==> config.mk <==
export PLATFORM = sky130hd
export DESIGN_NAME = multicycle_control
export DESIGN_NICKNAME = d
export VERILOG_FILES = /design/src/rtl/multicycle_control.sv
export SDC_FILE = /design/constraint.sdc
export NUM_CORES = 1
export LEC_CHECK = 0
export CAP_MARGIN = 0
export CORE_MARGIN = 4
export CORE_UTILIZATION = 44
export CTS_CLUSTER_DIAMETER = 30
export DETAILED_ROUTE_END_ITERATION = 8
export GPL_TIMING_DRIVEN = 1
export PLACE_DENSITY = 0.86
export SYNTH_ARGS = -nofsm -noshare
export SYNTH_HDL_FRONTEND = slang
export SYNTH_SLANG_ARGS = --single-unit
==> constraint.sdc <==
create_clock -name clk -period 3.65 [get_ports clk]
set_input_delay 0.73 -clock clk [delete_from_list [all_inputs] [get_ports clk]]
set_output_delay 0.73 -clock clk [all_outputs]
set_load 0.01 [all_outputs]
**Run 1: congestion heat map**

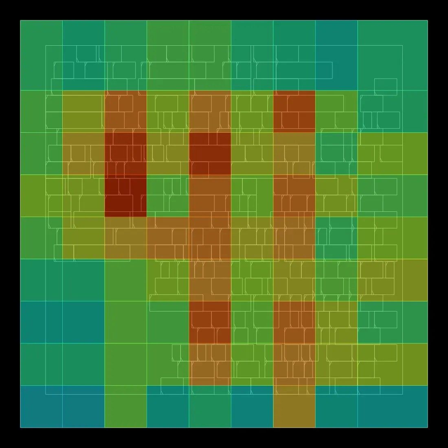
drt wl/cell: 13.9 microns
Tot GR Track Use: 0.174

**Run 1: wire density map**

Scale bar: 20 microns. The die is cut into 13 by 13 equal tiles; dark blue is low, red is high, scaled to the fullest tile. Values are wire area over tile area, all layers added.
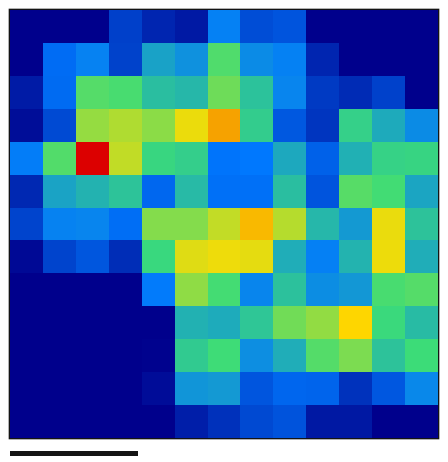
densest ninth of the die: centre
tiles over half the peak: 20%
fullest tile: 0.51
mean over tiles: 0.15
emptiest ninth of the die: lower left
routed via count: 1490
Routed WL: 3900 microns

**Run 1: sequential cells coloured by netlist name**

Scale bar: 20 microns.
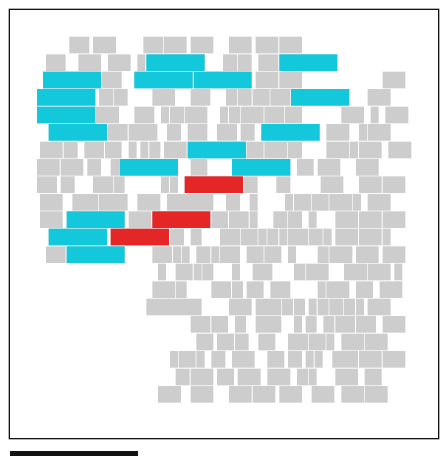
| name in the netlist | colour | sequential cells |
|---|---|---|
| instret | cyan | 16 |
| state_q | red | 3 |
Seq/total area: 0.216
post-layout utilization of the core: 0.658
seq pwr: 275 uW
FF/Latch Area: 475 sq um

==> flow_summary.yaml, run 1 <==
# synthesis and place-and-route metrics
run_status:
  status: "finished clean"
synthesis:
  edf_count: 0
  fp_nets: 209
  ys_area_sq_um: 1510
  logic_family: "simple AND/OR/NAND/NOR gates"
  avgSynthCellArea_sq_um: 8.80
  mux_share: 0.0554
  postSynthCellCount: 172
  netlist_top_cells_area: "dfrtp_1, xnor2_1, nor2_1"
  ys_sh_aoi: 0.105
final_timing:
  slew_viol_final: 0
  post-route-min-period_ns: 3.50
  period_used_share: 0.959
  setup_violations: 0
  rsz0062_at_grt: "false"
  setup-tns-final_ns: 0
  fin_hold_ws_ns: 0.484
  max_freq_mhz: 286
finish:
  insertedDiodeCount: 0
  combAreaFraction: 0.431
  clkbuf_count: 3
  fin_area_sq_um: 2200
  largest_register_ffs: 16
  fin_cells: 280
  syn2layout_area_growth_pct: 45.1
  final-comb-area_sq_um: 947
power:
  fin_total_pwr_uw: 610
  ir_drop_uv: 321
  p_seq_frac: 0.451
worst_setup_path:
  cp-start-kind: "primary input"
  critPathMaxStageDelay_ns: 0.56
  r2r_cells: 6
  cp_slowest_cell: "clkdlybuf4s50_1"
  endpoint_kind: "output pin"
global_routing:
  overflow: 0
  grt_antenna_before_repair: 0
clock_network:
  post-cts-setup-buffer-count: 0
  cts_tree: "done"
  cts_made_buffers: 3
  clkSinkCount: 19
run:
  warnings: 36
placement:
  gp_congestion: 0.932
  place_inst: 276
  dp_hpwl_microns: 3090
floorplanning:
  dieArea_sq_um: 4440
  nWellTaps: 46
  floorplanUtilization: 0.454
[run 1: layer usage]
layer	up-vias	routed length, microns	track usage
li1	742	-	-
met1	681	1650	0.217
met2	63	1840	0.303
met3	4	369	0.0422
met4	0	34	0.0381
met5	-	0	0
[run 1: cells in the mapped netlist, types with 2 or more instances]
cell / count
buf_6: 3
or3_1: 2
nor2_1: 19
o21ai_0: 3
mux2_2: 3
nand3_2: 5
nand3b_1: 2
nand4_1: 5
nand4b_1: 4
mux2i_1: 5
and2_1: 2
nor2b_1: 3
and3_1: 8
a21oi_1: 3
nor3b_1: 3
clkbuf_1: 5
nor3_1: 8
nand3_1: 5
dfrtp_1: 19
nand2_1: 12
inv_1: 7
nand2b_1: 2
xnor2_1: 16
==> run 1 -> run 2 <==
- CORE_UTILIZATION: 44 -> 37
- PLACE_DENSITY: 0.86 -> 0.77
- clock period: 3.65 -> 3 ns (I/O delays scaled with it)
==> run 2 against run 1 <==
Against the previous run: worst setup slack lost 0.040 ns; count of clock-buffer cells in the layout grew 1; clock skew shrank 0.020 ns; die area grew 17%; area after synthesis is the same; register-to-register slack lost 0.69 ns; via count grew 3.8%; critical path type is now in -> reg; power grew 29%; cell count grew 5.0%; largest cell class unchanged; sequential cell count is the same; sequential power grew 21%.
==> flow_summary.yaml, run 2 <==
# synthesis and place-and-route metrics
run_status:
  status: "finished clean"
synthesis:
  netlist_top_cells_area: "dfrtp_1, xnor2_1, nor2_1"
  fp_nets: 209
  postSynthCellCount: 172
finish:
  syn2layout_area_growth_pct: 53.6
  seqCellArea_sq_um: 475
  combAreaFraction: 0.415
  final-comb-area_sq_um: 965
  clkbuf_count: 4
clock_network:
  post-cts-setup-buffer-count: 0
  cts_made_buffers: 3
detailed_routing:
  route.met2.wl_microns: 1920
  m1WireLength_microns: 1930
  routed-wl-met3_microns: 262
  avgRoutedWirePerCell_microns: 14.0
  num_vias: 1546
worst_setup_path:
  cp-start-kind: "primary input"
  r2r_cells: 7
  cp_slowest_cell: "clkdlybuf4s50_1"
  endpoint_kind: "flip-flop"
placement:
  dp_hpwl_microns: 3160
global_routing:
  grtUsageMet3: 0.0360
  overflow: 0
  grt_usage: 0.158
  grt_antenna_before_repair: 0
  met2_usage: 0.255
  use_met1: 0.220
run:
  warnings: 36
floorplanning:
  floorplanUtilization: 0.399
final_timing:
  slew_viol_final: 0
  period_used_share: 0.964
  max_freq_mhz: 346
==> run 2: worst register-to-register path, delay by kind of cell, from the launching register on <==
kind | cells | cell delay, ns
and+or+nand+nor | 2 | 0.68
DFF | 1 | 0.53
buffers and inverters | 2 | 0.31
AOI/OAI and AO/OA | 2 | 0.46
xor gates and xnor gates | 1 | 0.13
==> run 2: cell families (layout without fill, tap and decap cells) <==
logic type	after synthesis	in the layout	share of synthesized area
adders and majority gates	1	1	0.00826
xor gates and xnor gates	17	17	0.0983
muxes	8	8	0.0554
DFF	19	19	0.314
AOI/OAI and AO/OA	20	20	0.105
buffers and inverters	17	91	0.0603
and+or+nand+nor	90	90	0.359
==> run 2: repair_timing <==
item                       CTS  global route
pin swaps                    0             0
resized                     12            12
setup endpoints to repair   12            11
**Run 2: placement by cell class**

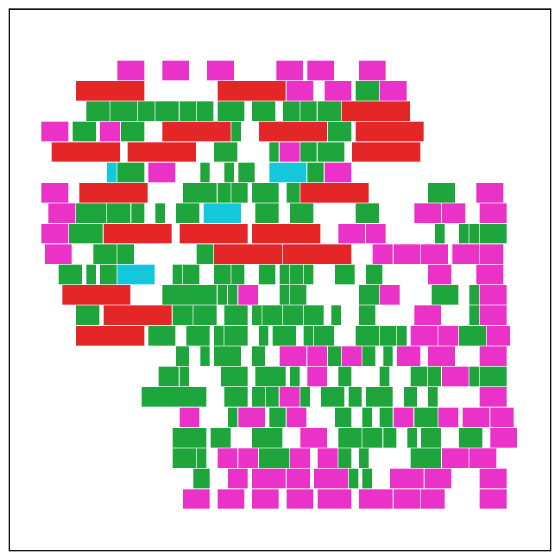
| class | colour | cells |
|---|---|---|
| combinational and other logic | green | 143 |
| clock drivers and dummy loads | cyan | 4 |
| sequential cells | red | 19 |
| remaining buffers and delay cells | magenta | 80 |
Seq/total area: 0.205
Core Rows: 22

==> run 2 -> run 3 <==
- CAP_MARGIN: 0 -> default
==> run 3 against run 2 <==
Against the previous run: power did not move; synthesized cell count did not move; cell area unchanged; worst setup slack unchanged.
==> flow_summary.yaml, run 3 <==
# synthesis and place-and-route metrics
floorplanning:
  rows: 22
  floorplanUtilization: 0.399
power:
  seq-power_uw: 334
  p_seq_frac: 0.424
synthesis:
  ys_area_sq_um: 1510
  xor_share: 0.0983
  yosys.area_share.simple: 0.359
  avgSynthCellArea_sq_um: 8.80
  synthAdderAreaFrac: 0.00826
run_status:
  status: "finished clean"
final_timing:
  fin_hold_ws_ns: 0.473
  period_used_share: 0.964
detailed_routing:
  num_vias: 1546
  drt-total-wl_microns: 4130
global_routing:
  overflow: 0
  grt_antenna_before_repair: 0
placement:
  dp_hpwl_microns: 3160
clock_network:
  ctsResizeCount: 12
worst_setup_path:
  critPathMaxStageDelay_ns: 0.46
  r2r_cells: 7
-- run 3: cell counts after synthesis --
No cell type changed its count.
-- run 3: worst max-delay path: cells and delay by family --
kind / cells / cell delay, ns
AND-OR/OR-AND: 3 / 0.72
multiplexers: 1 / 0.35
AND/OR/NAND/NOR: 2 / 0.69
buffers and inverters: 2 / 0.66
-- run 3: cell type report --
cell class	count	area, sq um
fillers	345	1470
multi-input cells	136	965
repair buffers	80	753
flip-flops and latches	19	475
well taps	48	60.1
clock buffers	4	45.0
inverters	7	26.3
-- run 3: routing by layer --
layer / global-route usage / up-vias / wire [microns]
li1: - / 766 / -
met1: 0.220 / 731 / 1930
met2: 0.255 / 47 / 1920
met3: 0.0360 / 2 / 262
met4: 0.0271 / 0 / 13
met5: 0 / - / 0
**Run 3: congestion heat map**

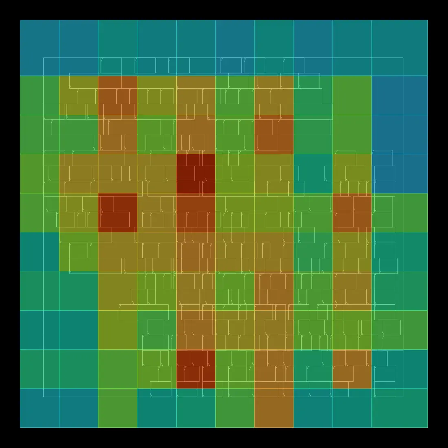
busiest grt layer: met2
drt wl/cell: 14.0 microns
Tot GR Track Use: 0.158
M1 GR Usage: 0.220

Power and IR drop assume default switching activity.
